File: src/rtl/lsu_ctrl_pkg.sv
// Shared constants for the load/store unit: RISC-V opcodes, funct3 codes
// and the controller state encoding.
package lsu_ctrl_pkg;

  localparam logic [6:0] OP_LOAD  = 7'b0000011;
  localparam logic [6:0] OP_STORE = 7'b0100011;

  localparam logic [2:0] F3_B  = 3'b000;
  localparam logic [2:0] F3_H  = 3'b001;
  localparam logic [2:0] F3_W  = 3'b010;
  localparam logic [2:0] F3_BU = 3'b100;
  localparam logic [2:0] F3_HU = 3'b101;

  typedef enum logic [1:0] {
    ST_IDLE   = 2'd0,
    ST_ACCESS = 2'd1,
    ST_RESP   = 2'd2
  } lsu_state_e;

endpackage

File: src/rtl/lsu_align.sv
// Combinational datapath for the LSU: decode/legality, store lane replication
// and byte mask, and load byte/half extraction with sign or zero extension.
module lsu_align
  import lsu_ctrl_pkg::*;
(
  input  logic [6:0]  opcode,
  input  logic [2:0]  funct3,
  input  logic [1:0]  addr_lo,
  input  logic [31:0] wdata,
  output logic        is_load,
  output logic        legal,
  output logic [31:0] st_wdata,
  output logic [3:0]  st_wmask,
  input  logic [2:0]  ld_funct3,
  input  logic [1:0]  ld_addr_lo,
  input  logic [31:0] mem_rdata,
  output logic [31:0] ld_data
);

  logic [31:0] byte_sh;
  logic [31:0] half_sh;

  always_comb begin
    is_load = (opcode == OP_LOAD);
    legal   = 1'b0;
    if (opcode == OP_LOAD) begin
      case (funct3)
        F3_B, F3_BU: legal = 1'b1;
        F3_H, F3_HU: legal = ~addr_lo[0];
        F3_W:        legal = (addr_lo == 2'b00);
        default:     legal = 1'b0;
      endcase
    end else if (opcode == OP_STORE) begin
      case (funct3)
        F3_B:    legal = 1'b1;
        F3_H:    legal = ~addr_lo[0];
        F3_W:    legal = (addr_lo == 2'b00);
        default: legal = 1'b0;
      endcase
    end
  end

  // Only funct3[1:0] selects the size; illegal codes never reach memory.
  always_comb begin
    st_wdata = wdata;
    st_wmask = 4'b1111;
    case (funct3[1:0])
      2'b00: begin
        st_wdata = {4{wdata[7:0]}};
        st_wmask = 4'b0001 << addr_lo;
      end
      2'b01: begin
        st_wdata = {2{wdata[15:0]}};
        st_wmask = addr_lo[1] ? 4'b1100 : 4'b0011;
      end
      default: begin
        st_wdata = wdata;
        st_wmask = 4'b1111;
      end
    endcase
  end

  always_comb begin
    byte_sh = mem_rdata >> {ld_addr_lo, 3'b000};
    half_sh = mem_rdata >> {ld_addr_lo[1], 4'b0000};
    case (ld_funct3)
      F3_B:    ld_data = {{24{byte_sh[7]}}, byte_sh[7:0]};
      F3_BU:   ld_data = {24'h000000, byte_sh[7:0]};
      F3_H:    ld_data = {{16{half_sh[15]}}, half_sh[15:0]};
      F3_HU:   ld_data = {16'h0000, half_sh[15:0]};
      default: ld_data = mem_rdata;
    endcase
  end

endmodule

File: src/rtl/lsu_ctrl.sv
// Load/store controller: accepts one op from execute, runs a single word
// access over the mem_req/mem_ready handshake and reports done/err/rdata.
//
// Handshake: mem_req rises the cycle after an accepted start and stays high,
// with mem_we/mem_addr/mem_wdata/mem_wmask stable, until a cycle in which
// mem_ready is high (transfer completes that cycle) or the timeout fires.
module lsu_ctrl
  import lsu_ctrl_pkg::*;
#(
  parameter int unsigned TIMEOUT = 255
) (
  input  logic        clk,
  input  logic        reset,
  input  logic        start,
  input  logic [31:0] inst,
  input  logic [31:0] addr,
  input  logic [31:0] wdata,
  output logic        busy,
  output logic        done,
  output logic        err,
  output logic [31:0] rdata,
  output logic        mem_req,
  output logic        mem_we,
  output logic [31:0] mem_addr,
  output logic [31:0] mem_wdata,
  output logic [3:0]  mem_wmask,
  input  logic        mem_ready,
  input  logic [31:0] mem_rdata,
  output lsu_state_e  dbg_state
);

  lsu_state_e  state_q, state_d;
  logic        busy_q, busy_d;
  logic        done_q, done_d;
  logic        err_q, err_d;
  logic [31:0] rdata_q, rdata_d;
  logic        mem_req_q, mem_req_d;
  logic        mem_we_q, mem_we_d;
  logic [31:0] mem_addr_q, mem_addr_d;
  logic [31:0] mem_wdata_q, mem_wdata_d;
  logic [3:0]  mem_wmask_q, mem_wmask_d;
  logic [31:0] cnt_q, cnt_d;
  logic [2:0]  f3_q, f3_d;
  logic [1:0]  addr_lo_q, addr_lo_d;
  logic        is_load_q, is_load_d;

  logic        req_is_load;
  logic        req_legal;
  logic [31:0] req_wdata;
  logic [3:0]  req_wmask;
  logic [31:0] ld_data;
  logic        unused_bits;

  assign unused_bits = ^{inst[31:15], inst[11:7], addr_lo_q[0] & 1'b0};

  lsu_align u_align (
    .opcode     (inst[6:0]),
    .funct3     (inst[14:12]),
    .addr_lo    (addr[1:0]),
    .wdata      (wdata),
    .is_load    (req_is_load),
    .legal      (req_legal),
    .st_wdata   (req_wdata),
    .st_wmask   (req_wmask),
    .ld_funct3  (f3_q),
    .ld_addr_lo (addr_lo_q),
    .mem_rdata  (mem_rdata),
    .ld_data    (ld_data)
  );

  always_comb begin
    state_d     = state_q;
    busy_d      = busy_q;
    done_d      = 1'b0;
    err_d       = err_q;
    rdata_d     = rdata_q;
    mem_req_d   = mem_req_q;
    mem_we_d    = mem_we_q;
    mem_addr_d  = mem_addr_q;
    mem_wdata_d = mem_wdata_q;
    mem_wmask_d = mem_wmask_q;
    cnt_d       = cnt_q;
    f3_d        = f3_q;
    addr_lo_d   = addr_lo_q;
    is_load_d   = is_load_q;
    case (state_q)
      ST_IDLE: begin
        if (start) begin
          f3_d      = inst[14:12];
          addr_lo_d = addr[1:0];
          is_load_d = req_is_load;
          busy_d    = 1'b1;
          cnt_d     = '0;
          if (req_legal) begin
            state_d     = ST_ACCESS;
            mem_req_d   = 1'b1;
            mem_we_d    = ~req_is_load;
            mem_addr_d  = {addr[31:2], 2'b00};
            mem_wdata_d = req_wdata;
            mem_wmask_d = req_is_load ? 4'b0000 : req_wmask;
          end else begin
            state_d = ST_RESP;
            done_d  = 1'b1;
            err_d   = 1'b1;
            rdata_d = '0;
          end
        end
      end
      ST_ACCESS: begin
        // mem_ready is checked first so it beats a timeout in the same cycle.
        if (mem_ready) begin
          state_d   = ST_RESP;
          mem_req_d = 1'b0;
          done_d    = 1'b1;
          err_d     = 1'b0;
          rdata_d   = is_load_q ? ld_data : 32'h0;
        end else if (TIMEOUT != 0 && cnt_q == TIMEOUT - 1) begin
          state_d   = ST_RESP;
          mem_req_d = 1'b0;
          done_d    = 1'b1;
          err_d     = 1'b1;
          rdata_d   = '0;
        end else begin
          cnt_d = cnt_q + 32'd1;
        end
      end
      ST_RESP: begin
        state_d = ST_IDLE;
        busy_d  = 1'b0;
        err_d   = 1'b0;
      end
      default: begin
        state_d   = ST_IDLE;
        busy_d    = 1'b0;
        mem_req_d = 1'b0;
      end
    endcase
  end

  always_ff @(posedge clk) begin
    if (reset) begin
      state_q     <= ST_IDLE;
      busy_q      <= 1'b0;
      done_q      <= 1'b0;
      err_q       <= 1'b0;
      rdata_q     <= '0;
      mem_req_q   <= 1'b0;
      mem_we_q    <= 1'b0;
      mem_addr_q  <= '0;
      mem_wdata_q <= '0;
      mem_wmask_q <= '0;
      cnt_q       <= '0;
      f3_q        <= '0;
      addr_lo_q   <= '0;
      is_load_q   <= 1'b0;
    end else begin
      state_q     <= state_d;
      busy_q      <= busy_d;
      done_q      <= done_d;
      err_q       <= err_d;
      rdata_q     <= rdata_d;
      mem_req_q   <= mem_req_d;
      mem_we_q    <= mem_we_d;
      mem_addr_q  <= mem_addr_d;
      mem_wdata_q <= mem_wdata_d;
      mem_wmask_q <= mem_wmask_d;
      cnt_q       <= cnt_d;
      f3_q        <= f3_d;
      addr_lo_q   <= addr_lo_d;
      is_load_q   <= is_load_d;
    end
  end

  assign busy      = busy_q;
  assign done      = done_q;
  assign err       = err_q;
  assign rdata     = rdata_q;
  assign mem_req   = mem_req_q;
  assign mem_we    = mem_we_q;
  assign mem_addr  = mem_addr_q;
  assign mem_wdata = mem_wdata_q;
  assign mem_wmask = mem_wmask_q;
  assign dbg_state = state_q;

endmodule

File: config.mk
export PLATFORM = sky130hd
export DESIGN_NAME = lsu_ctrl
export DESIGN_NICKNAME = d
export VERILOG_FILES = /design/src/rtl/lsu_ctrl_pkg.sv /design/src/rtl/lsu_align.sv /design/src/rtl/lsu_ctrl.sv
export SDC_FILE = /design/constraint.sdc
export NUM_CORES = 1
export LEC_CHECK = 0
export CAP_MARGIN = 20
export CORE_MARGIN = 8
export CORE_UTILIZATION = 40
export CTS_BUF_LIST = sky130_fd_sc_hd__clkbuf_2 sky130_fd_sc_hd__clkbuf_4 sky130_fd_sc_hd__clkbuf_8
export DETAILED_ROUTE_END_ITERATION = 6
export DONT_BUFFER_PORTS = 1
export GPL_TIMING_DRIVEN = 1
export MAX_ROUTING_LAYER = met4
export PLACE_DENSITY = 0.63
export SETUP_SLACK_MARGIN = 0.05
export SLEW_MARGIN = 20
export SYNTH_ARGS = -nofsm -noshare
export SYNTH_HDL_FRONTEND = slang
export SYNTH_HIERARCHICAL = 1
export SYNTH_SLANG_ARGS = --single-unit
export TNS_END_PERCENT = 5
File: constraint.sdc
create_clock -name clk -period 2.1 [get_ports clk]
set_input_delay 0.42 -clock clk [delete_from_list [all_inputs] [get_ports clk]]
set_output_delay 0.42 -clock clk [all_outputs]
set_load 0.03 [all_outputs]
==> run_results.csv <==
group,metric,value,unit
run_status,status,"complete, no violations",
floorplanning,die_w,147,um
synth,avgSynthCellArea,8.29,um2
final_layout,area_growth,13.3,%
synth,synthArstFlopShare,0,%
final_layout,lay_top_cells,"169 x nand2_1, 139 x dfxtp_1, 128 x a21oi_1",
final_timing,grt_setup_unrepaired,"true",
setup_path,crit_arrival,2400,ps
power_and_ir_drop,p_per_area,729,nW/um2
final_layout,comb_area_share,47.6,%
synth,top_area_cell,"dfxtp_1",
routing,routed_wl,20600,um
routing,avgRoutedWirePerCell,19.3,um
synth,synth.most_common_cell,"nand2_1",
flow_run,warnings,51,
final_layout,drive_above_1_share,17.8,%
clock_network,clock_sinks,143,
power_and_ir_drop,peakVddDrop,0.398,mV
synth,top_cells_by_count,"170 x nand2_1, 143 x dfxtp_1, 131 x a21oi_1",
synth,netlist_instances,834,
clock_network,cts_tree,"done",
routing,ant_nets,0,
global_route,grt_usage,18.8,%
final_layout,buffers,49,
routing,drc,0,
clock_network,htreeDepth,4,
synth,synth-main-ff-cell,"dfxtp_1",
place,place_ws,41.8,ps
synth,ys_types,70,
place,placed_cell_area,7240,um2
synth,yosys_area,6910,um2
final_timing,finalHoldViolCount,0,
place,dp.cells,1028,
synth,top_cells_by_area,"dfxtp_1 41%, a21oi_1 9.5%, nand2_1 9.2%",
synth,simple_gate_share,21.7,%
power_and_ir_drop,p_int,0.00427,W
global_route,antenna_found_initial,0,
[layer usage]
metal	up-vias	GRT usage [%]	share of wire (%)
li1	2962	-	-
met1	2818	22.0	42
met2	208	29.4	48
met3	30	6.42	8.4
met4	0	6.78	1.9
met5	-	-	0
[final timing paths]
kind | startpoint | end | slack (ps) | depth (start not counted)
min reg2reg | is_load_q | is_load_q | 450 | 2
max reg2reg | cnt_q[0] | rdata[27] | 40 | 9
max | cnt_q[0] | rdata[27] | 40 | 9
min | reset | cnt_q[1] | 30 | 1
[timing repair]
| item | in CTS | in global routing |
|---|---|---|
| buffers inserted | 0 | 6 |
| gates cloned | 0 | 2 |
| endpoints found under the hold margin | 0 | 1 |
| pin swaps | 0 | 2 |
| endpoints found under the setup margin | 32 | 44 |
| hold buffers | 0 | 1 |
| gates resized | 1 | 12 |
==> images/placement_by_type.png <==
(2 px per um)
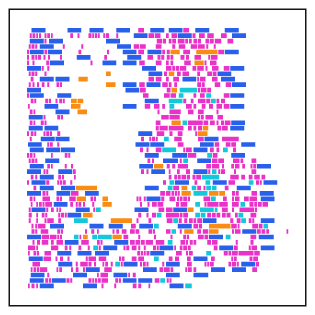
| class | colour | cells |
|---|---|---|
| other buffers and delay cells | cyan | 49 |
| flops | blue | 143 |
| combinational and other logic | magenta | 620 |
| clock drivers and dummy loads | orange | 32 |
Rows: 48
Design Area, Final: 7830 um2

==> images/placement.png <==
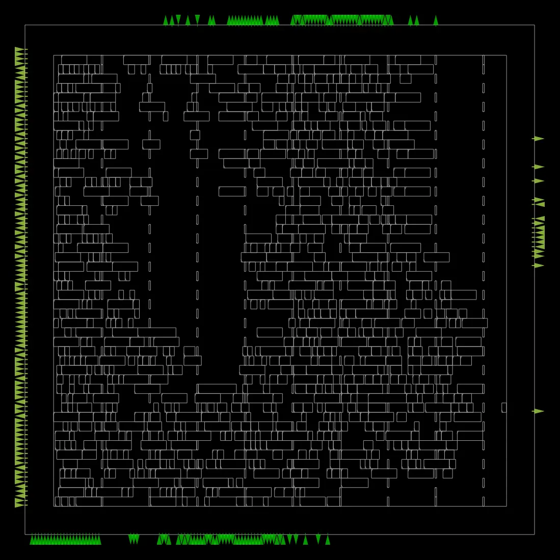
post-layout util: 45.8%
Core ar.: 17100 um2
flop count: 143
Well Taps: 225
Post-Layout Cell Count: 1069

==> images/io_fan.png <==
(3 px per um)
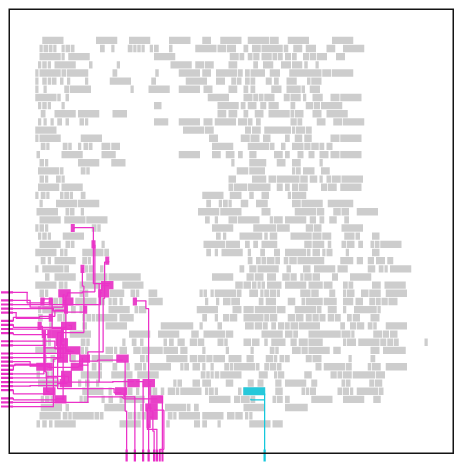
| port | colour | bits | direction | edge | end cells | buffers | wire |
|---|---|---|---|---|---|---|---|
| wdata | magenta | 32 | input | 24 left, 8 bottom | 40 | 0 | 1110 um |
| err | cyan | 1 | output | bottom | 1 | 0 | 24.1 um |
Port Buf Inserts: 0
Ports: 239

==> images/clk_routes.png <==
(2 px per um)
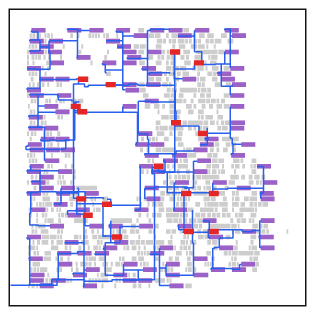
[clock drivers] red | count: 17
[clock wires] blue | length: 2000 um
[flip-flops] purple | count: 143
routed clock nets: 18
flops lie: spread over the die
P_clk: 0.00250 W
part of the power in the clock network: 43.8%
Clk Latency, worst-skew pair: 450 ps

==> images/flops_by_reg.png <==
(2 px per um) Other sequential cells in the stronger grey, the rest of the logic in the fainter grey.
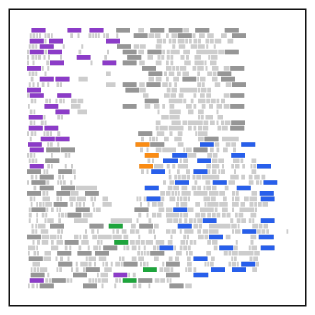
| netlist name | colour | sequential cells |
|---|---|---|
| cnt_q | blue | 32 |
| mem_addr | purple | 30 |
| f3_q | orange | 3 |
| mem_wmask | green | 4 |
not coloured: 74
sequential power: 0.00276 W
Seq/total area: 36.6%
Reg area: 2870 um2

Power is estimated from default activity; no workload was simulated.
